Design bullet_pool_flat, sky130hd; sources not shown.
Fig. 1: run 1, signal wires by layer
Drawn at 1 px/um.
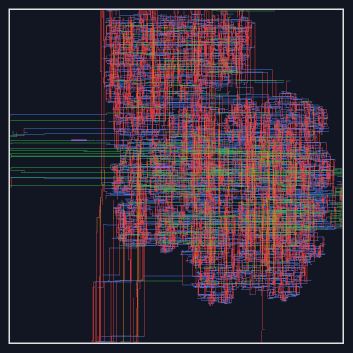
Key: metal 5 = purple [wire length 27.6 um]; metal 3 = green [wire length 9,630 um]; metal 1 = blue [wire length 40.9 mm]; metal 2 = red [wire length 44.6 mm]; metal 4 = orange [wire length 3,480 um]
vias post-DR: 24,871
GR Util All Layers: 17.17%

Fig. 2: run 1, clock wiring as the flow saved it
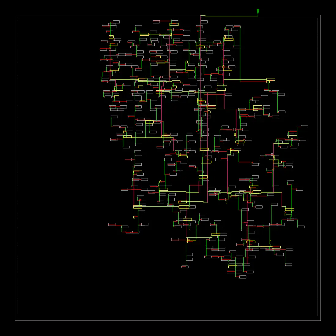
CTS buffer count: 42
clk pwr: 1.31 mW
number of clock buffers in the layout: 58

Fig. 3: run 1, wires at chosen ports, followed through buffers
Drawn at 1.5 px/um.
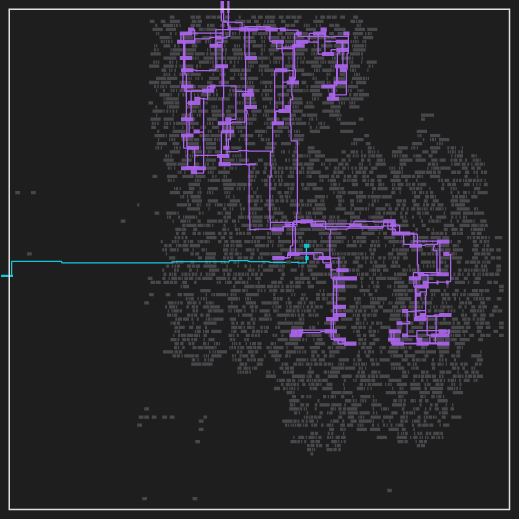
Key: rd_idx_a = purple [bits 3, direction input, edge top, end cells 110, wire 2,900 um]; collide = cyan [bits 1, direction input, edge left, end cells 3, wire 219 um]
Top-Level Pins: 136
PortBufs: 135

Fig. 4: run 1, register map, names as in the netlist
Drawn at 1 px/um. Other cells in gray.
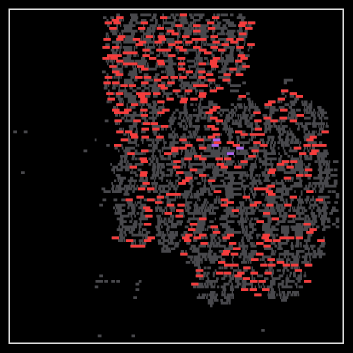
Key: u_core.slot_q = red [flops 360]; u_core.live_count = purple [flops 4]
Register Area: 7287 um^2
Final Util: 28.82%
Seq area share: 23.95%

==> flow_summary.json, run 1 <==
{
  "grt-ovfl-total": 0,
  "worstPathArrival_ns": 6.95,
  "post-place-ws_ns": 4.738,
  "ys.warnings.count": 0,
  "biggestCellCategory": "multi-input combinational cells",
  "cts-root-buf": "clkbuf_16",
  "setup_viol": 0,
  "cts_resized": 0,
  "cts.reportedPaths.clkPinSlew_ns": 0.06,
  "avgSynthCellArea_um2": 8.422,
  "cts-htree-levels": 2,
  "fin_nets": 3369,
  "post_cts_buffers": 0,
  "p_per_area_nw_per_um2": 92.40,
  "simple_gate_area_share_pct": 18.47,
  "flop_cell": "dfxtp_1",
  "ys_cells": 3166,
  "min_path_cells": 2,
  "die-height_um": 332.6,
  "cts_tree": "done",
  "netlist_instances": 3166,
  "place.gp.congestion": 0.9591,
  "die_w_um": 332.6,
  "logic_gate_count": 2466,
  "status": "finished clean",
  "max_stage_delay_ns": 0.67,
  "die-area_um2": 110600,
  "ir_drop_v": 0.00009239,
  "cp_slowest_cell": "clkdlybuf4s50_1",
  "routed_via_density": 5.442,
  "synth_area_um2": 26660,
  "critical_path.top_delay_family": "adder cells",
  "critical_path_required_ns": 12.19,
  "top_cells_by_count": "nand2_1, dfxtp_1, a21oi_1",
  "crit_path_end_kind": "register",
  "final_cell_mix": "nand2_1, dfxtp_1, a21oi_1",
  "r2r_setup_slack_ns": 5.37,
  "synth_cell_types": 95,
  "drt_iter0_drc": 2484,
  "row_count": 119,
  "edf_count": 0,
  "mux_area_share_pct": 15.41,
  "grt_start_max_net_pins": 210
}
## run 1: routing by layer
metal  vias to the layer above  share of wire, %  global-route usage, %
met5                         -             0.027                      0
met4                         4               3.5                  5.698
met3                       186               9.8                  4.154
met2                      1012                45                  27.66
met1                     12021                41                  22.53
li1                      11648                 -                      -
## run 1: kinds of logic (layout without fill, tap and decap cells)
group                      count (synthesis)  count (layout)
and+or+nand+nor                         1108            1108
adders and majority gates                167             167
xor gates and xnor gates                  82              82
AOI/OAI and AO/OA                        887             887
buffers and inverters                    336             344
muxes                                    222             222
DFF                                      364             364
other                                      0               5
## run 1: power breakdown
group          switching [mW]  internal (mW)  total [mW]
Clock                   0.573          0.735        1.31
Combinational           0.164         0.0865       0.251
Sequential             0.0130           1.24        1.25
Total                   0.750           2.06        2.81
--- run 2 (diff from run 1) ---
==> constraint.sdc (replaced) <==
create_clock -name clk -period 5.4 [get_ports clk]
set_clock_uncertainty 0.05 [all_clocks]
set_input_delay 0.81 -clock clk [delete_from_list [all_inputs] [get_ports clk]]
set_output_delay 0.81 -clock clk [all_outputs]
set_load 0.03 [all_outputs]
Fig. 5: run 2, wires at chosen ports, followed through buffers
Drawn at 1.5 px/um.
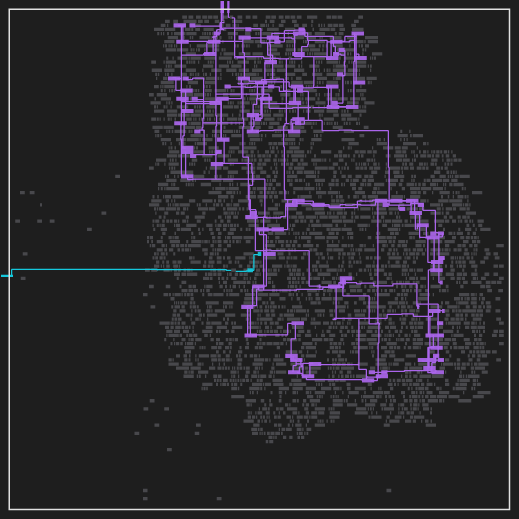
Key: rd_idx_a = purple [bits 3, direction input, edge top, end cells 110, wire 3,950 um]; collide = cyan [bits 1, direction input, edge left, end cells 3, wire 178 um]

==> run 2 against run 1 <==
  * Highest routed layer unchanged
  * Sequential share of layout area down 0.62 points
  * Non-clock buffer count up 81
  * Critical path depth up 5
  * Via count up 2.0%
  * Largest cell class unchanged
  * First-iteration DRC count down 5.0%
  * Combinational power up 140%
  * Register-to-register slack worse by 5.2 ns
  * Hold slack worse by 0.0051 ns
==> flow_summary.json, run 2 <==
{
  "final-clk-cell-share_pct": 4.455,
  "synth_cell_types": 95,
  "logic_family": "AND-OR/OR-AND gates",
  "ir_drop_v": 0.0001958,
  "netlist_instances": 3166,
  "cts_buffers": 44,
  "biggestCellCategory": "multi-input combinational cells",
  "fin_nets": 3452,
  "drt_iter0_drc": 2360,
  "comb_area_share_pct": 58.25,
  "openroad.warnings": 50,
  "clock_buffers": 65,
  "logic_gate_count": 2466,
  "routed_via_density": 5.444,
  "intPower_mw": 4.624,
  "die-height_um": 332.6,
  "cp_slowest_cell": "fa_1",
  "ys.warnings.count": 0,
  "ys_cells": 3166,
  "dp_cells": 4569,
  "tapCellCount": 1391,
  "grt-ovfl-total": 0,
  "post-place-ws_ns": -0.2715,
  "final_cell_mix": "nand2_1, dfxtp_1, a21oi_1",
  "flop_cell": "dfxtp_1",
  "grt_start_max_net_pins": 157,
  "die-area_um2": 110600,
  "die_w_um": 332.6,
  "cts-root-buf": "clkbuf_16",
  "ys_sh_adder_pct": 8.400,
  "power_frac_clock_pct": 47.2,
  "seq_share_pct": 23.33,
  "combinationalPowerShare_pct": 9.5,
  "crit_cells": 19,
  "async_reset_ff_share_pct": 0,
  "synth_area_um2": 26660,
  "critical_path_class": "register to register",
  "edf_count": 0,
  "p_per_area_nw_per_um2": 202.1,
  "p_sw_share_pct": 26.81,
  "first_global_vias": 23825,
  "antenna_found_initial": 23,
  "mux_area_share_pct": 15.41,
  "grt_use_total_pct": 17.54,
  "cts_tree": "done",
  "cts.reportedPaths.clkPinSlew_ns": 0.06,
  "vias": 25368,
  "critical_path.top_delay_family": "adder cells",
  "power_leader": "clock",
  "row_count": 119,
  "grt_pass1_wl_um": 150100,
  "pwr-share-seq_pct": 43.3,
  "status": "finished clean",
  "flops": 364,
  "pg_comb_mw": 0.600,
  "relSlewSlack_pct": 18.48,
  "clk_latency_ns": 0.60,
  "top_cells_by_count": "nand2_1, dfxtp_1, a21oi_1",
  "logic_area_um2": 18210,
  "initial_utilization_pct": 25.26,
  "yosysTopAreaCell": "dfxtp_1",
  "r2r_setup_slack_ns": 0.15,
  "cp_cell_sequence": "buf_4, ha_4, a211o_1, a2111o_1, a31o_4, or3_4, a221oi_4, buf_6, a21oi_4, a21oi_2, ha_1, inv_2, fa_1, fa_1, inv_2, fa_2, fa_2, xnor2_2, nor2_1",
  "routed_wl_um": 101900,
  "worstPathArrival_ns": 5.65,
  "synth_nets": 3389,
  "drc": 0,
  "setup_viol": 0,
  "cts_sinks": 364,
  "place.gp.congestion": 0.9286,
  "io_buffers": 135,
  "core_area_um2": 105600,
  "reg2reg_depth": 19,
  "simple_gate_area_share_pct": 18.47,
  "min_path_cells": 2,
  "avgSynthCellArea_um2": 8.422,
  "startpoint_type": "register",
  "buffers_excl_clock": 246,
  "path_buffers": 4,
  "drive_gt1_share_pct": 15.40,
  "max_stage_delay_ns": 0.52,
  "crit_path_end_kind": "register",
  "p_clk_mw": 2.98,
  "ios": 136,
  "cts-htree-levels": 2,
  "worst_hold_path_type": "register to register",
  "final_common_cell": "nand2_1",
  "inv_count": 107,
  "switching_power_mw": 1.694,
  "critical_path_required_ns": 5.80
}
Fig. 6: run 2, register map, names as in the netlist
Drawn at 1 px/um. Other cells in gray.
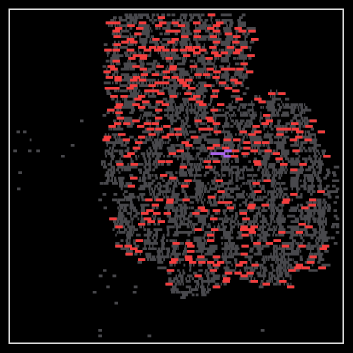
Key: u_core.slot_q = red [flops 360]; u_core.live_count = purple [flops 4]
Final Util: 29.61%
Register Area: 7292 um^2
Seq. pwr: 2.74 mW

## run 2: per-stage QoR
stage / area (um^2) / power, mW
after floorplan: 26660 / 3.141
after global placement: 29630 / 3.369
after detailed placement: 29630 / 3.373
after CTS: 31070 / 6.342
after global routing: 31240 / 6.485
final: 31260 / 6.318
## run 2: layer usage
layer	track usage, %	vias up	wire (um)
li1	-	11785	-
met1	23.32	12346	42060
met2	28.54	1052	46500
met3	3.776	181	10380
met4	5.138	4	2931
met5	0	-	26
## run 2: what timing repair did
action,4_1_cts,5_1_grt
pin swaps,6,16
setup endpoints to repair,2,2
hold buffers,0,0
gates resized,9,33
setup buffers,2,4
No activity file was given, so power comes from the tool's default toggle rates.
